<file path="src/rtl/if_id_stage_if.sv">
// Fetch-side bus of the IF/ID stage: instruction memory port,
// hazard controls from ID, and the IF/ID register outputs.
interface if_id_stage_if;
  logic [31:0] im_addr;
  logic [31:0] im_rdata;
  logic        stall;
  logic        flush;
  logic        redirect_en;
  logic [31:0] redirect_pc;
  logic [31:0] id_instr;
  logic [15:0] id_imm16;
  logic [31:0] id_pc;
  logic [31:0] id_pc8;
  logic        id_valid;
  logic        id_fetch_exc;

  modport master (
    output im_addr,
    input  im_rdata,
    input  stall,
    input  flush,
    input  redirect_en,
    input  redirect_pc,
    output id_instr,
    output id_imm16,
    output id_pc,
    output id_pc8,
    output id_valid,
    output id_fetch_exc
  );

  modport slave (
    input  im_addr,
    output im_rdata,
    output stall,
    output flush,
    output redirect_en,
    output redirect_pc,
    input  id_instr,
    input  id_imm16,
    input  id_pc,
    input  id_pc8,
    input  id_valid,
    input  id_fetch_exc
  );
endinterface

</file>
<file path="src/rtl/if_id_stage.sv">
// Instruction fetch plus IF/ID pipeline register: PC, stall,
// flush, delay-slot redirect and fetch-window checking.
module if_id_stage #(
  parameter logic [31:0] PC_RESET = 32'h0000_3000,
  parameter int          IM_WORDS = 4096
) (
  input logic          clk,
  input logic          reset,
  if_id_stage_if.master bus
);

  localparam logic [32:0] LP_BASE = {1'b0, PC_RESET};
  localparam logic [32:0] LP_END  =
    LP_BASE + (33'(IM_WORDS) << 2);

  logic [31:0] r_pc;
  logic [31:0] r_id_instr;
  logic [31:0] r_id_pc;
  logic        r_id_valid;
  logic        r_id_exc;
  logic        w_bad;

  // Fetch address is legal only if aligned and inside the IM window
  always_comb begin
    w_bad = 1'b0;
    if (r_pc[1:0] != 2'b00)
      w_bad = 1'b1;
    if ({1'b0, r_pc} < LP_BASE)
      w_bad = 1'b1;
    if ({1'b0, r_pc} >= LP_END)
      w_bad = 1'b1;
  end

  // PC and IF/ID update; stall freezes everything, redirect never kills the slot
  always_ff @(posedge clk or posedge reset) begin
    if (reset) begin
      r_pc       <= PC_RESET;
      r_id_instr <= 32'd0;
      r_id_pc    <= 32'd0;
      r_id_valid <= 1'b0;
      r_id_exc   <= 1'b0;
    end else if (!bus.stall) begin
      r_pc    <= bus.redirect_en ? bus.redirect_pc
                                 : r_pc + 32'd4;
      r_id_pc <= r_pc;
      if (bus.flush) begin
        r_id_instr <= 32'd0;
        r_id_valid <= 1'b0;
        r_id_exc   <= 1'b0;
      end else if (w_bad) begin
        r_id_instr <= 32'd0;
        r_id_valid <= 1'b1;
        r_id_exc   <= 1'b1;
      end else begin
        r_id_instr <= bus.im_rdata;
        r_id_valid <= 1'b1;
        r_id_exc   <= 1'b0;
      end
    end
  end

  // Outputs come straight from registers
  always_comb begin
    bus.im_addr      = r_pc;
    bus.id_instr     = r_id_instr;
    bus.id_imm16     = r_id_instr[15:0];
    bus.id_pc        = r_id_pc;
    bus.id_pc8       = r_id_pc + 32'd8;
    bus.id_valid     = r_id_valid;
    bus.id_fetch_exc = r_id_exc;
  end

endmodule

</file>
<file path="src/flat_wrapper.sv">
// flat-port wrapper written by rule: the top's interface ports become plain ports
module if_id_stage_flat 
#(
  parameter logic [31:0] PC_RESET = 32'h0000_3000,
  parameter int          IM_WORDS = 4096
)
  (clk, reset, bus_im_addr, bus_im_rdata, bus_stall, bus_flush, bus_redirect_en, bus_redirect_pc, bus_id_instr, bus_id_imm16, bus_id_pc, bus_id_pc8, bus_id_valid, bus_id_fetch_exc);
  if_id_stage_if bus_i ();
  input logic clk;
  input logic reset;
  output wire logic [$bits(bus_i.im_addr)-1:0] bus_im_addr;
  input wire logic [$bits(bus_i.im_rdata)-1:0] bus_im_rdata;
  input wire logic [$bits(bus_i.stall)-1:0] bus_stall;
  input wire logic [$bits(bus_i.flush)-1:0] bus_flush;
  input wire logic [$bits(bus_i.redirect_en)-1:0] bus_redirect_en;
  input wire logic [$bits(bus_i.redirect_pc)-1:0] bus_redirect_pc;
  output wire logic [$bits(bus_i.id_instr)-1:0] bus_id_instr;
  output wire logic [$bits(bus_i.id_imm16)-1:0] bus_id_imm16;
  output wire logic [$bits(bus_i.id_pc)-1:0] bus_id_pc;
  output wire logic [$bits(bus_i.id_pc8)-1:0] bus_id_pc8;
  output wire logic [$bits(bus_i.id_valid)-1:0] bus_id_valid;
  output wire logic [$bits(bus_i.id_fetch_exc)-1:0] bus_id_fetch_exc;
  assign bus_im_addr = bus_i.im_addr;
  assign bus_i.im_rdata = bus_im_rdata;
  assign bus_i.stall = bus_stall;
  assign bus_i.flush = bus_flush;
  assign bus_i.redirect_en = bus_redirect_en;
  assign bus_i.redirect_pc = bus_redirect_pc;
  assign bus_id_instr = bus_i.id_instr;
  assign bus_id_imm16 = bus_i.id_imm16;
  assign bus_id_pc = bus_i.id_pc;
  assign bus_id_pc8 = bus_i.id_pc8;
  assign bus_id_valid = bus_i.id_valid;
  assign bus_id_fetch_exc = bus_i.id_fetch_exc;
  if_id_stage #(.PC_RESET(PC_RESET), .IM_WORDS(IM_WORDS)) u_core (.clk(clk), .reset(reset), .bus(bus_i));
endmodule
</file>
<file path="config.mk">
export PLATFORM = sky130hd
export DESIGN_NAME = if_id_stage_flat
export DESIGN_NICKNAME = d
export VERILOG_FILES = /design/src/rtl/if_id_stage_if.sv /design/src/rtl/if_id_stage.sv /design/src/flat_wrapper.sv
export SDC_FILE = /design/constraint.sdc
export NUM_CORES = 1
export LEC_CHECK = 0
export CORE_MARGIN = 2
export CORE_UTILIZATION = 44
export CTS_BUF_LIST = sky130_fd_sc_hd__clkbuf_8 sky130_fd_sc_hd__clkbuf_16
export CTS_CLUSTER_DIAMETER = 60
export DETAILED_ROUTE_END_ITERATION = 8
export PLACE_DENSITY_LB_ADDON = 0.15
export SLEW_MARGIN = 20
export SYNTH_ARGS = -nofsm -noshare
export SYNTH_HDL_FRONTEND = slang
export SYNTH_SLANG_ARGS = --single-unit
</file>
<file path="constraint.sdc">
create_clock -name clk -period 4.25 [get_ports clk]
set_clock_uncertainty 0.2 [all_clocks]
set_input_delay 0.6375 -clock clk [delete_from_list [all_inputs] [get_ports clk]]
set_output_delay 0.6375 -clock clk [all_outputs]
set_load 0.02 [all_outputs]
</file>
run_1/pins.png
Pins as bars across the die edge, other pins in grey.
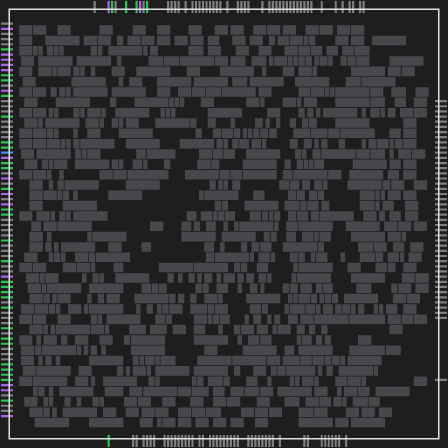
[blue] bus_id_valid | pins: 1 | direction: output | edge: left
[green] bus_id_instr | pins: 32 | direction: output | edge: 27 left, 4 top, 1 bottom
[purple] bus_id_imm16 | pins: 16 | direction: output | edge: 14 left, 2 top

run_1/drive_strength.png
The bar under the picture is 20 um long.
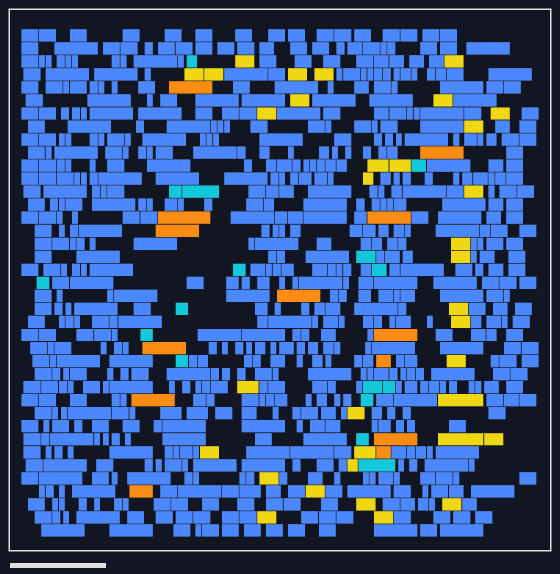
[orange] drive 6 and up | cells: 13
[yellow] drive 2 | cells: 34
[cyan] drive 3 to 4 | cells: 16
[blue] drive 1 or less | cells: 699

run_1/clock_map.png
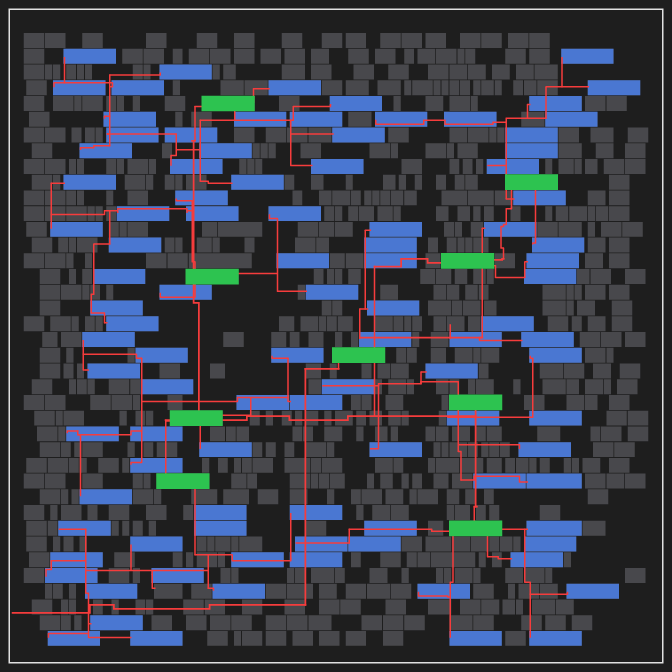
[blue] flip-flops | count: 98
[red] clock wires | length: 1220 um
[green] cells driving clock nets | count: 9
flops lie: all over the die
routed clock nets: 10

==> impl_results.rst, run 1 <==
Physical design figures
=======================

.. list-table::
   :header-rows: 1

   * - Metric
     - Value
   * - DR vias/cell
     - 5.50
   * - Worst-path maximum fanout
     - 8
   * - Average wire per standard cell
     - 17.1 um
   * - Register-to-register setup slack
     - ~1.7 ns
   * - Remaining antenna violation count
     - 0
   * - Number of failing hold endpoints at the final stage
     - 0
   * - Global routing usage on met2
     - 39.8%
   * - Number of nets in the layout
     - 829
   * - Cell taking the most area after synthesis
     - sky130_fd_sc_hd__dfrtp_1
   * - Number of enable-type register cells in the synthesized netlist
     - 0
   * - Number of buffers added for setup after CTS
     - 0
   * - Largest non-sequential cell family by area
     - simple AND/OR/NAND/NOR gates
   * - Post-layout utilization of the core
     - 66.6%
   * - Routed length on met2
     - 7.44 mm
   * - Power Sequential
     - between 1000 and 1500 uW
   * - Count of warnings emitted by yosys
     - 0
   * - Most Crowded Layer GR
     - met2
   * - Min-Delay Startpoint
     - u_core.bus.id_instr[17]
   * - Syn_nets
     - 646
   * - Final routed DRC violation total
     - 0
   * - Hold WS
     - 0.289 ns
   * - Global Route Usage Sum
     - around a quarter
   * - Worst setup endpoint
     - bus_id_pc8[31]
   * - Starting utilization of the core area
     - 45.4%
   * - Power in combinational cells
     - roughly 900 uW
   * - Netlist cell types
     - 48
   * - Clock Sink Count
     - 98
   * - Instance count on the critical path
     - 6
   * - Number of core rows
     - 39
   * - Hold Crit Depth
     - 2
   * - Path category of the worst min-delay check
     - reg -> reg
   * - Largest voltage drop on the vdd net
     - 0.231 mV
   * - CTS root buffer
     - sky130_fd_sc_hd__clkbuf_16
   * - Number of input and output port buffers inserted
     - 214
   * - Setup repair after global routing missed its margin
     - no
   * - Global routing met3 resource utilization
     - 6.91%
   * - Total Power
     - 2930 uW
   * - Post-cts hold buffer count
     - 0
   * - Reg clk slew, reported paths
     - 0.07 ns
   * - Crit-path cells
     - nand4_1 -> nor4_1 -> nand2_1 -> nor3_1 -> xor2_1 -> clkdlybuf4s50_1
   * - Sequential share of power
     - 40.7%
   * - Worst Path Buf+Inv
     - 1
   * - Result of the run
     - complete, no violations
   * - Mapped Area
     - 0.00520 mm^2
   * - Fraction of power consumed by the clock network
     - 29.0%
   * - Simple Share, Synth
     - between 20% and 30%
   * - Crit Reg-Reg Endpoint
     - u_core.bus.im_addr[30]
   * - Slowest CP cell
     - sky130_fd_sc_hd__nor4_1
   * - Launching element type of the critical path
     - register
   * - Number of cells in the yosys synthesis report
     - around 570
   * - Portion of netlist area occupied by mux cells
     - 5.80%
   * - Number of placed instances, taps included
     - around 890
   * - Aggregate negative setup slack
     - 0 ns
   * - Origin of the worst setup path
     - u_core.bus.id_pc[13]
   * - Dominant cell area share
     - a little under half
   * - Fmax
     - 262 MHz
   * - Ratio of cells with drive above 1 in the final layout
     - 8.27%
   * - Most frequent logic cell in the layout
     - sky130_fd_sc_hd__clkdlybuf4s50_1
   * - Switching power total
     - around 1000 uW
   * - Die Width
     - 113 um
   * - Final setup viols
     - 0
   * - Leakage power summed over all cells
     - 0.00300 uW
   * - Max-slew violation total from the final report
     - 0
   * - Number of levels the H-tree was split into
     - 3
   * - Critical Setup Path Class
     - reg -> out
   * - Worst reg2reg path depth
     - 6
   * - Required time at the worst-slack endpoint
     - about 3.4 ns
   * - Most repeated cell in the gate-level netlist after synthesis
     - sky130_fd_sc_hd__nand2_1
   * - FILL cells
     - 958
   * - Antenna cells
     - 0
   * - Endpoint arrival time on the critical path
     - 2.98 ns
   * - Register area share after synthesis
     - approximately 47%
   * - Parity-gate share of the synthesized area counting xor and xnor cells
     - 4.71%
-- run 1: layout make-up --
type / count / area (um^2) / share of cell area, %
sequential: 98 / 2450 / 32.2
multi-input combinational: 409 / 2420 / 31.8
timing repair buffer: 221 / 2190 / 28.7
clock buffer: 10 / 239 / 3.13
tap: 143 / 179 / 2.34
clock inverter: 6 / 72.6 / 0.951
inverter: 18 / 70.1 / 0.918
-- run 1: state kept, by name, indices dropped and copies added, names as in the netlist --
signal	flops
u_core.bus.id_valid	1
u_core.bus.id_fetch_exc	1
u_core.bus.im_addr	32
u_core.bus.id_instr	32
u_core.bus.id_pc	32
--- run 2 (diff from run 1) ---
--- a/config.mk
+++ b/config.mk
@@ -10,6 +10,7 @@
 export CTS_BUF_LIST = sky130_fd_sc_hd__clkbuf_8 sky130_fd_sc_hd__clkbuf_16
 export CTS_CLUSTER_DIAMETER = 60
 export DETAILED_ROUTE_END_ITERATION = 8
+export MAX_ROUTING_LAYER = met4
 export PLACE_DENSITY_LB_ADDON = 0.15
 export SLEW_MARGIN = 20
 export SYNTH_ARGS = -nofsm -noshare
==> constraint.sdc (replaced) <==
create_clock -name clk -period 3.71 [get_ports clk]
set_clock_uncertainty 0.2 [all_clocks]
set_input_delay 0.5565 -clock clk [delete_from_list [all_inputs] [get_ports clk]]
set_output_delay 0.5565 -clock clk [all_outputs]
set_load 0.02 [all_outputs]
run_2/clock_map.png
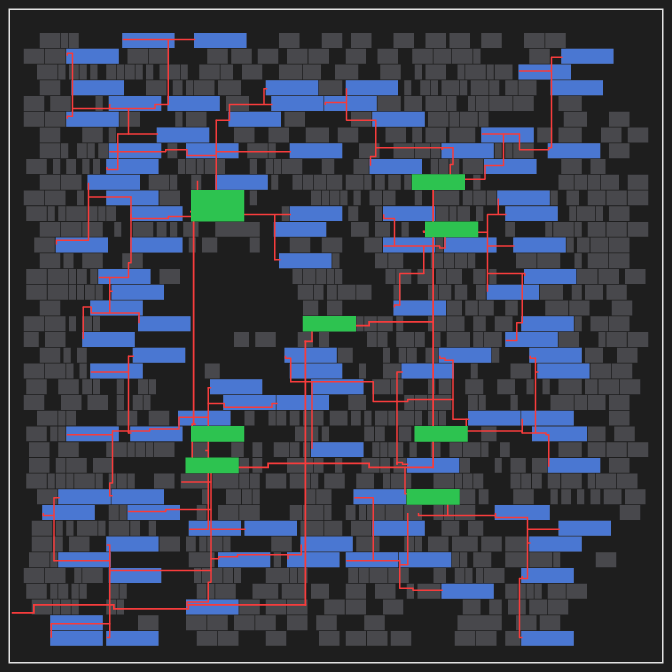
power in the clock group: 877 uW
fraction of power consumed by the clock network: 26.8%

==> run 2 against run 1 <==
Against the previous run: global-route usage is 0.40 points higher; wire length about the same; flip-flop count did not move; non-clock buffer count up 5; synthesized area is the same; final cell count grew 0.55%; worst setup slack got worse by 0.28 ns; die area unchanged; first-iteration DRC count rose by 25%; clock power grew 3.2%; highest routed layer unchanged.
==> impl_results.rst, run 2 <==
Physical design figures
=======================

.. list-table::
   :header-rows: 1

   * - Metric
     - Value
   * - Result of the run
     - complete, no violations
   * - Crit-path cells
     - ha_1 -> nand3_1 -> nor4_2 -> buf_4 -> nand2_1 -> nor3_1 -> xor2_1 -> clkdlybuf4s50_1
   * - Number of cells in the yosys synthesis report
     - 574 (unchanged)
   * - Multi-input gate area in the final layout
     - 0.00242 mm^2 (unchanged)
   * - Required time at the worst-slack endpoint
     - 2.95 ns (-0.46 ns)
   * - Most repeated cell in the gate-level netlist after synthesis
     - sky130_fd_sc_hd__nand2_1
   * - Final setup viols
     - 0 (unchanged)
   * - Routed length on met2
     - 7.54 mm (+1.2%)
   * - Worst-path maximum fanout
     - 6 (-2)
   * - Area of all sequential standard cells
     - 0.00245 mm^2 (unchanged)
   * - Cell taking the most area after synthesis
     - sky130_fd_sc_hd__dfrtp_1
   * - Instance count on the critical path
     - 8 (+2)
   * - Final routed DRC violation total
     - 0 (unchanged)
   * - Worst setup endpoint
     - bus_id_pc8[31]
   * - Aggregate negative setup slack
     - 0 ns (unchanged)
   * - Switching power total
     - 1100 uW (+13%)
   * - Hold WS
     - 0.283 ns (-0.00672 ns)
   * - Sequential share of power
     - 41.9% (+1.2 points)
   * - Remaining antenna violation count
     - 0 (unchanged)
   * - FILL cells
     - 957 (-0.10%)
   * - Post-layout utilization of the core
     - 66.6% (about the same)
   * - Fmax
     - 281 MHz
   * - Worst reg2reg path depth
     - 6 (unchanged)
   * - Global routing met3 resource utilization
     - 5.20% (-1.7 points)
   * - Number of placed instances, taps included
     - 892 (+0.34%)
   * - Power Sequential
     - 1370 uW (+10%)
   * - Number of failing hold endpoints at the final stage
     - 0 (unchanged)
   * - Origin of the worst setup path
     - u_core.bus.id_pc[3]
   * - Antenna cells
     - 0 (unchanged)
   * - Critical Setup Path Class
     - reg -> out
   * - Starting utilization of the core area
     - 45.4% (unchanged)
   * - Simple Share, Synth
     - 22.4% (unchanged)
   * - Most Crowded Layer GR
     - met2
   * - Reg clk slew, reported paths
     - 0.07 ns (about the same)
   * - Clock Sink Count
     - 98 (unchanged)
   * - Global routing usage on met2
     - 40.6% (+0.76 points)
   * - Setup repair after global routing missed its margin
     - no
   * - Syn_nets
     - 646 (unchanged)
   * - CTS root buffer
     - sky130_fd_sc_hd__clkbuf_16
   * - Ratio of cells with drive above 1 in the final layout
     - 8.87% (+0.60 points)
   * - Max-slew violation total from the final report
     - 0 (unchanged)
   * - Worst Path Buf+Inv
     - 2 (+1)
   * - Register area share after synthesis
     - 47.2% (unchanged)
   * - Parity-gate share of the synthesized area counting xor and xnor cells
     - 4.71% (unchanged)
   * - Power in combinational cells
     - 1020 uW (+10%)
   * - Min-Delay Startpoint
     - u_core.bus.id_instr[16]
   * - Number of core rows
     - 39 (unchanged)
[run 2: cell counts after synthesis]
Identical to the previous run, type by type.
[run 2: cell families after synthesis]
logic type,after synthesis
muxes,27
xor gates and xnor gates,28
AOI/OAI and AO/OA,110
DFF,98
and+or+nand+nor,241
adders and majority gates,3
buffers and inverters,67
[run 2: layout make-up]
| class | count | share of cell area, % |
|---|---|---|
| flip-flops and latches | 98 | 32.1 |
| multi-input cells | 409 | 31.7 |
| repair buffers | 226 | 29.2 |
| clock buffers | 10 | 3.13 |
| well taps | 143 | 2.34 |
| inverters | 18 | 0.917 |
| clock inverters | 6 | 0.557 |
[run 2: repair_timing]
action / 4_1_cts / 5_1_grt
hold buffers: 0 / 0
buffers inserted: 0 / 2
endpoints found under the setup margin: 0 / 2
No activity file was given, so power comes from the tool's default toggle rates.
